**config.mk**
```make
export PLATFORM = sky130hd
export DESIGN_NAME = universal_shift_register
export DESIGN_NICKNAME = d
export VERILOG_FILES = /design/src/rtl/universal_shift_register.sv
export SDC_FILE = /design/constraint.sdc
export NUM_CORES = 1
export LEC_CHECK = 0
export ABC_CLOCK_PERIOD_IN_PS = 2220
export CAP_MARGIN = 20
export CORE_MARGIN = 2
export CORE_UTILIZATION = 45
export DETAILED_ROUTE_END_ITERATION = 16
export GPL_ROUTABILITY_DRIVEN = 1
export PLACE_DENSITY = 0.94
export SYNTH_ARGS = -nofsm -noshare
export SYNTH_HDL_FRONTEND = slang
export SYNTH_SLANG_ARGS = --single-unit
```
**constraint.sdc**
```tcl
create_clock -name clk -period 2.22 [get_ports clk]
set_input_delay 0.444 -clock clk [delete_from_list [all_inputs] [get_ports clk]]
set_output_delay 0.444 -clock clk [all_outputs]
set_load 0.01 [all_outputs]
```
**src/rtl/universal_shift_register.sv**
```systemverilog
// Parameterised universal shift register: hold, shift right/left, parallel load,
// synchronous preset, and a saturating count of shifts since the last load/preset.
module universal_shift_register #(
    parameter int WIDTH = 4,
    parameter int CW    = 5
) (
    input  logic             clk,
    input  logic             clr,
    input  logic             pre,
    input  logic [1:0]       mode,
    input  logic             sin_r,
    input  logic             sin_l,
    input  logic [WIDTH-1:0] pin,
    output logic [WIDTH-1:0] q,
    output logic [WIDTH-1:0] qnot,
    output logic             sout_r,
    output logic             sout_l,
    output logic [CW-1:0]    cnt,
    output logic             done
);

    typedef enum logic [1:0] {
        MODE_HOLD  = 2'b00,
        MODE_SHR   = 2'b01,
        MODE_SHL   = 2'b10,
        MODE_LOAD  = 2'b11
    } mode_e;

    localparam logic [CW-1:0] FULL = CW'(WIDTH);

    mode_e mode_sel;
    assign mode_sel = mode_e'(mode);

    // Preset outranks every mode; shifts in either direction share one saturating count.
    always_ff @(posedge clk or negedge clr) begin
        if (!clr) begin
            q   <= '0;
            cnt <= '0;
        end else if (pre) begin
            q   <= '1;
            cnt <= '0;
        end else begin
            case (mode_sel)
                MODE_HOLD: begin
                    q   <= q;
                    cnt <= cnt;
                end
                MODE_SHR: begin
                    q <= {sin_r, q[WIDTH-1:1]};
                    if (cnt < FULL)
                        cnt <= cnt + CW'(1);
                end
                MODE_SHL: begin
                    q <= {q[WIDTH-2:0], sin_l};
                    if (cnt < FULL)
                        cnt <= cnt + CW'(1);
                end
                MODE_LOAD: begin
                    q   <= pin;
                    cnt <= '0;
                end
                default: begin
                    q   <= q;
                    cnt <= cnt;
                end
            endcase
        end
    end

    assign qnot   = ~q;
    assign sout_r = q[0];
    assign sout_l = q[WIDTH-1];
    assign done   = (cnt == FULL);

endmodule

```
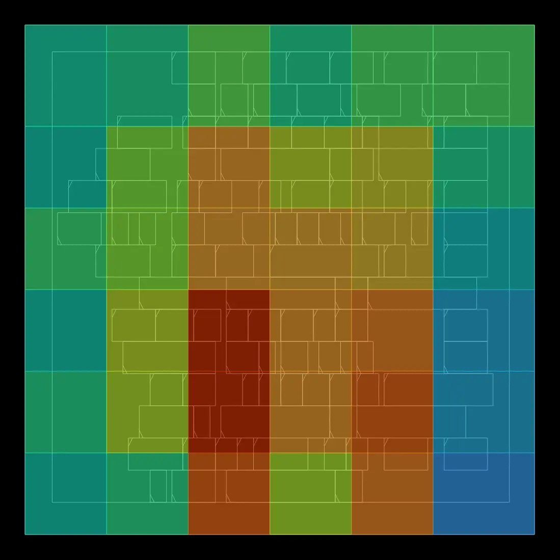
(run_1/congestion.png)
GR Layer Usage met2: 33.0%
WL/cell: 14.3 µm
global routing usage on met3: 2.55%
M1 GR Usage: 24.8%

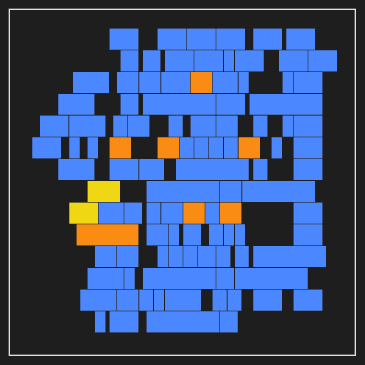
(run_1/sizes.png)
(8 px per µm)
| colour | size | cells | share |
|---|---|---|---|
| orange | _3 and _4 cells | 7 | 6.7% |
| yellow | _2 cells | 2 | 1.9% |
| blue | _0 and _1 cells | 95 | 91% |
P&R area growth vs syn: 41.7%
design area: 973 µm²
final setup margin: 0.392 ns

==> out/metrics.cfg, run 1 <==
[status]
status = complete, no violations

[routing]
viasPerCell = 5.96
ant_nets = 0

[clock_network]
clk_pin_slew_ns = 0.06
post_cts_resized = 0

[global_route]
grt_max_degree = 11

[worst_setup_path]
rr_endpoint = cnt[2]
critical_path_class = in -> reg
reg2regPathDepth = 4

[place]
place_area_um2 = 945

[die]
fp.dieH_um = 43.1
core_area_um2 = 1470

[synth]
synth_area_per_cell_um2 = 8.81
topCellsByArea = dfrtp_1, ha_1, o31ai_1
floorplan.nets = 95

[final_layout]
comb_area_um2 = 387
drive_gt1_share_pct = 8.65
fill_cells = 115
final_core_util_pct = 66.2

[sta]
period_needed_ns = 1.83
report.final.slew_viol_count = 0

[power_and_ir_drop]
intPower_mw = 0.327
power.total_mw = 0.472

[run]
max_cap_violations = 0

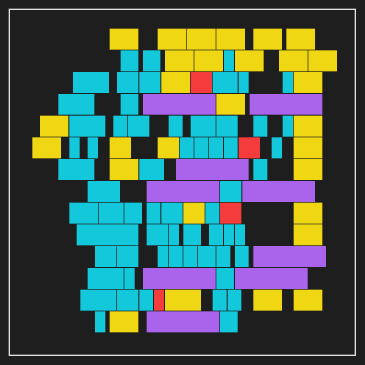
(run_1/placement_by_type.png)
(8 px per µm)
| colour | class | cells | share of their area |
|---|---|---|---|
| yellow | other buffers and delay cells | 29 | 30% |
| red | clock drivers and dummy loads | 4 | 2.8% |
| cyan | combinational and other logic | 62 | 44% |
| purple | flops | 9 | 24% |
floorplan row count: 14
sequential cell area share: 23.1%

## run 1: critical path, cell delays in order
cell and delay (ns):
clkdlybuf4s50_1 0.51, inv_1 0.07, ha_1 0.27, nor4_4 0.36, o32ai_1 0.17, o2bb2ai_1 0.15
## run 1: cell usage in the layout, fill, tap and decap left out, drive strengths merged, types with 2 or more instances in the layout
master	n
nand2b	4
clkdlybuf4s50	25
nand2	3
ha	6
nand3	6
a22oi	2
o211ai	2
nor2	2
buf	3
nand4	2
o31ai	6
nor3	7
inv	8
and2	2
a221oi	2
clkbuf	4
a21oi	4
dfrtp	9
## run 1: cells in the mapped netlist
cell and instances:
ha_1 6, o211ai_1 2, dfrtp_1 9, inv_1 8, clkbuf_1 1, nand3_1 6
nand2_1 3, a21oi_1 4, o21bai_2 1, buf_6 1, nor4_4 1, o31ai_1 6
o21ba_2 1, nor2_1 2, buf_2 3, buf_4 2, o2bb2ai_1 1, nand4_1 2
o21ai_1 1, o32ai_1 1, a22oi_1 2, nand2b_1 4, nor3_1 7, and2_1 2
a221oi_1 2
## run 1: per-layer routing
| metal | GRT usage [%] | vias to the layer above | part of all wire (%) |
|---|---|---|---|
| met5 | 0 | - | 0 |
| li1 | - | 333 | - |
| met3 | 2.55 | 9 | 7.7 |
| met2 | 33.0 | 39 | 48 |
| met4 | 12.1 | 0 | 4.0 |
| met1 | 24.8 | 334 | 40 |
## run 1: registers in the layout, summed over array words and instances, names as in the netlist
register,count
cnt,5
q,4
## run 1: power groups by stage
stage	registers [mW]	clock network, mW	logic (mW)
final	0.190	0.130	0.152
after global routing	0.192	0.138	0.165
after CTS	0.190	0.129	0.153
after detailed placement	0.193	0	0.152
after global placement	0.191	0	0.145
after floorplan	0.195	0	0.0724
--- run 2 (diff from run 1) ---
--- a/config.mk
+++ b/config.mk
@@ -5,13 +5,13 @@
 export SDC_FILE = /design/constraint.sdc
 export NUM_CORES = 1
 export LEC_CHECK = 0
-export ABC_CLOCK_PERIOD_IN_PS = 2220
+export ABC_CLOCK_PERIOD_IN_PS = 1600
 export CAP_MARGIN = 20
 export CORE_MARGIN = 2
-export CORE_UTILIZATION = 45
+export CORE_UTILIZATION = 38
 export DETAILED_ROUTE_END_ITERATION = 16
 export GPL_ROUTABILITY_DRIVEN = 1
-export PLACE_DENSITY = 0.94
+export PLACE_DENSITY = 0.86
 export SYNTH_ARGS = -nofsm -noshare
 export SYNTH_HDL_FRONTEND = slang
 export SYNTH_SLANG_ARGS = --single-unit
==> constraint.sdc (replaced) <==
create_clock -name clk -period 1.6 [get_ports clk]
set_input_delay 0.32 -clock clk [delete_from_list [all_inputs] [get_ports clk]]
set_output_delay 0.32 -clock clk [all_outputs]
set_load 0.01 [all_outputs]
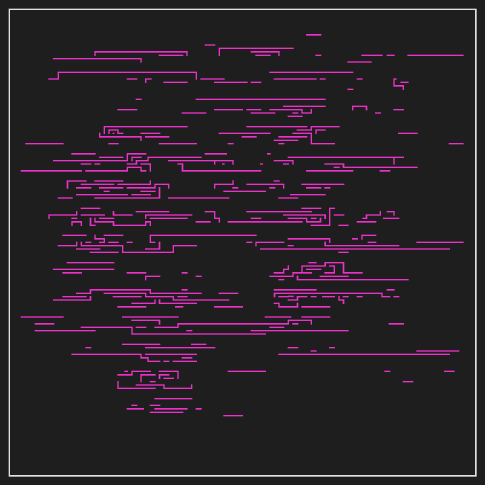
(run_2/layer_met1.png)
(10 px per µm)
longest straight run: 18.9 µm
share of all routed wire: 40%
M1 GR Usage: 22.5%
WL final: 2010 µm
via count: 762

==> out/metrics.cfg, run 2 <==
[status]
status = complete, no violations

[die]
rows = 15
fp.dieH_um = 46.5
core_area_um2 = 1710

[worst_setup_path]
cp_cell_sequence = clkdlybuf4s50_1 > buf_4 > ha_2 > nor2_1 > a221oi_2 > o31ai_1
crit_slowest_cell = clkdlybuf4s50_1
slowest_delay_ns = 0.43
critical_path_class = in -> reg
cp_top_family = buffers and inverters

[global_route]
use_met3_pct = 5.10
grt.busiest_layer = met2

[synth]
synth_area_per_cell_um2 = 8.81
top_cell = dfrtp_1
top_cells_by_count = dfrtp_1, inv_1, nor3_1
synthFlopType = dfrtp_1

[final_layout]
lay_top_count = buf_4
comb_area_um2 = 409
final_cell_mix = buf_4, clkdlybuf4s50_1, dfrtp_1
regMostFlops = cnt
reg_top3 = cnt x5, q x4
drive_gt1_share_pct = 26.7
syn2layout_area_growth_pct = 64.5
largest_reg_flops = 5

[power_and_ir_drop]
power.total_mw = 0.692

[run]
max_cap_violations = 0

[routing]
detail_route.wl_per_cell_um = 13.9
ant_nets = 0

## run 2: cell counts after synthesis
Identical to the previous run, type by type.
## run 2: report_power, final
part	total (mW)	internal (mW)	leakage [nW]	switching, mW
sequential	0.257	0.243	0.109	0.0145
clock	0.177	0.0961	0.0150	0.0813
combinational	0.257	0.142	0.488	0.115
## run 2: per-stage QoR
stage / std cells / setup slack [ns] / setup TNS, ns / area (µm²) / util [%]
5_1_grt: 145 / -0.00904 / -0.0144 / 1130 / 66.2
3_5_place_dp: 139 / -0.299 / -2.11 / 1060 / 62.1
6_report: 145 / 0.0202 / 0 / 1130 / 66.2
3_3_place_gp: 139 / -0.226 / -1.55 / 1060 / 62.1
4_1_cts: 144 / 0.000342 / 0 / 1090 / 63.8
2_1_floorplan: 78 / 0.229 / 0 / 687 / -
## run 2: area by class of cell
type                       instances  area share (%)
sequential                         9            19.9
inverter                           8            2.66
clock buffer                       4            2.33
multi-input combinational         54            36.2
tap                               25            2.77
timing repair buffer              45            36.1
## run 2: path summary, 6_finish.rpt
kind	startpoint	to	depth (start not counted)
setup / recovery	mode[1]	q[0]	6
hold / removal	clr	q[1]	1
setup reg to reg	cnt[2]	cnt[2]	4
hold reg to reg	q[3]	q[3]	2
max in group asynchronous	clr	cnt[2]	1
min in group clk	q[3]	q[3]	2
## run 2: repair_timing
item / 4_1_cts / 5_1_grt
setup buffers: 1 / 1
resized: 10 / 10
setup endpoints to repair: 8 / 9
pin swaps: 1 / 0
## run 2: logic make-up after synthesis
logic type,count (synthesis)
AND/OR/NAND/NOR,27
AND-OR/OR-AND,21
adder cells (fa/ha/maj),6
buffers and inverters,15
flip-flops,9
## run 2: per-layer routing
layer / wire length [µm] / vias up
met2: 1070 / 28
met3: 103 / 4
met5: 0 / -
li1: - / 365
met1: 810 / 365
met4: 27 / 0
--- run 3 (diff from run 2) ---
--- a/config.mk
+++ b/config.mk
@@ -7,7 +7,6 @@
 export LEC_CHECK = 0
 export ABC_CLOCK_PERIOD_IN_PS = 1600
 export CAP_MARGIN = 20
-export CORE_MARGIN = 2
 export CORE_UTILIZATION = 38
 export DETAILED_ROUTE_END_ITERATION = 16
 export GPL_ROUTABILITY_DRIVEN = 1
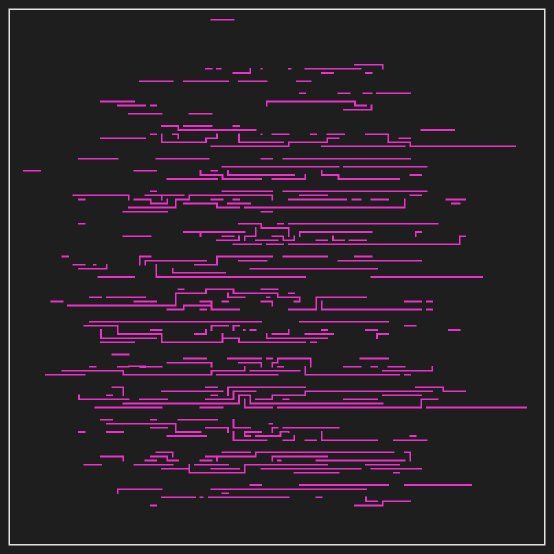
(run_3/layer_met1.png)
(12 px per µm)
wire length on this layer: 893 µm
longest straight run: 14.3 µm
M1 GR Usage: 28.1%
WL final: 2150 µm
via count: 789

==> out/metrics.cfg, run 3 <==
[worst_setup_path]
path_buffers = 2
cp_top_family = buffers and inverters
rr_endpoint = cnt[4]
reg2regPathDepth = 6
slowest_delay_ns = 0.52
crit_slowest_cell = clkdlybuf4s50_1
cp_cell_sequence = inv_1 > clkdlybuf4s50_1

[synth]
synthFlopType = dfrtp_1
synth_area_per_cell_um2 = 8.81
top_cell = dfrtp_1

[power_and_ir_drop]
power.total_mw = 0.724

[final_layout]
syn2layout_area_growth_pct = 72.7
final_cell_mix = buf_4, clkdlybuf4s50_1, dfrtp_1
largest_reg_flops = 5
final_core_util_pct = 74.4

[status]
status = complete, no violations

[die]
rows = 14
core_area_um2 = 1590

[sta]
period_needed_ns = 1.56

[routing]
detail_route.wl_per_cell_um = 14.4
viasPerCell = 5.30

[place]
place_ws_ns = -0.301

[clock_network]
clk_pin_slew_ns = 0.06

## run 3: cell counts after synthesis
Identical to the previous run, type by type.
## run 3: logic make-up after synthesis
kind of cell	Yosys count	share of synthesized area, %
buffers and inverters	15	10.9
and+or+nand+nor	27	22.6
adders and majority gates	6	10.9
AOI/OAI and AO/OA	21	22.8
DFF	9	32.8
## run 3: how the worst max path moves through the flow
stage	depth (start not counted)	start	end	slack (ns)
6_report	2	q[1]	qnot[1]	0.04
5_1_grt	7	mode[0]	q[1]	-0.007
4_1_cts	2	q[3]	qnot[3]	0.002
3_5_place_dp	6	mode[0]	cnt[2]	-0.30
3_3_place_gp	7	mode[0]	q[0]	-0.22
2_1_floorplan	6	mode[0]	cnt[2]	0.23
## run 3: repair_timing
item / 4_1_cts / 5_1_grt
resized: 12 / 11
setup buffers: 2 / 5
setup endpoints to repair: 10 / 15
pin swaps: 1 / 1
cloned: 0 / 0
## run 3: where the power goes
part	switching (mW)	internal, mW
Sequential	0.0153	0.243
Clock	0.0764	0.0959
Combinational	0.127	0.166
## run 3: stage by stage
step | setup TNS (ns) | instances | hold slack [ns] | area [µm²]
finish | 0 | 149 | 0.353 | 1190
floorplan | 0 | 78 | 0.0244 | 687
global route | -0.00701 | 149 | 0.377 | 1190
global placement | -1.75 | 138 | 0.570 | 1060
detailed placement | -2.42 | 138 | 0.569 | 1060
CTS | 0 | 144 | 0.364 | 1100
## run 3: final cells by class
type,count,share of cell area [%]
multi-input cells,54,36.8
inverters,8,2.53
well taps,24,2.53
clock buffers,4,2.22
flip-flops and latches,9,19.1
repair buffers,50,36.8
## run 3: per-layer routing
metal	global-route usage, %	vias up	share of wire, %
li1	-	372	-
met1	28.1	371	42
met2	36.8	44	51
met3	3.27	2	6.5
met4	8.48	0	0.60
met5	0	-	0
Power figures rest on the tool's default switching activity, not on a simulated workload.
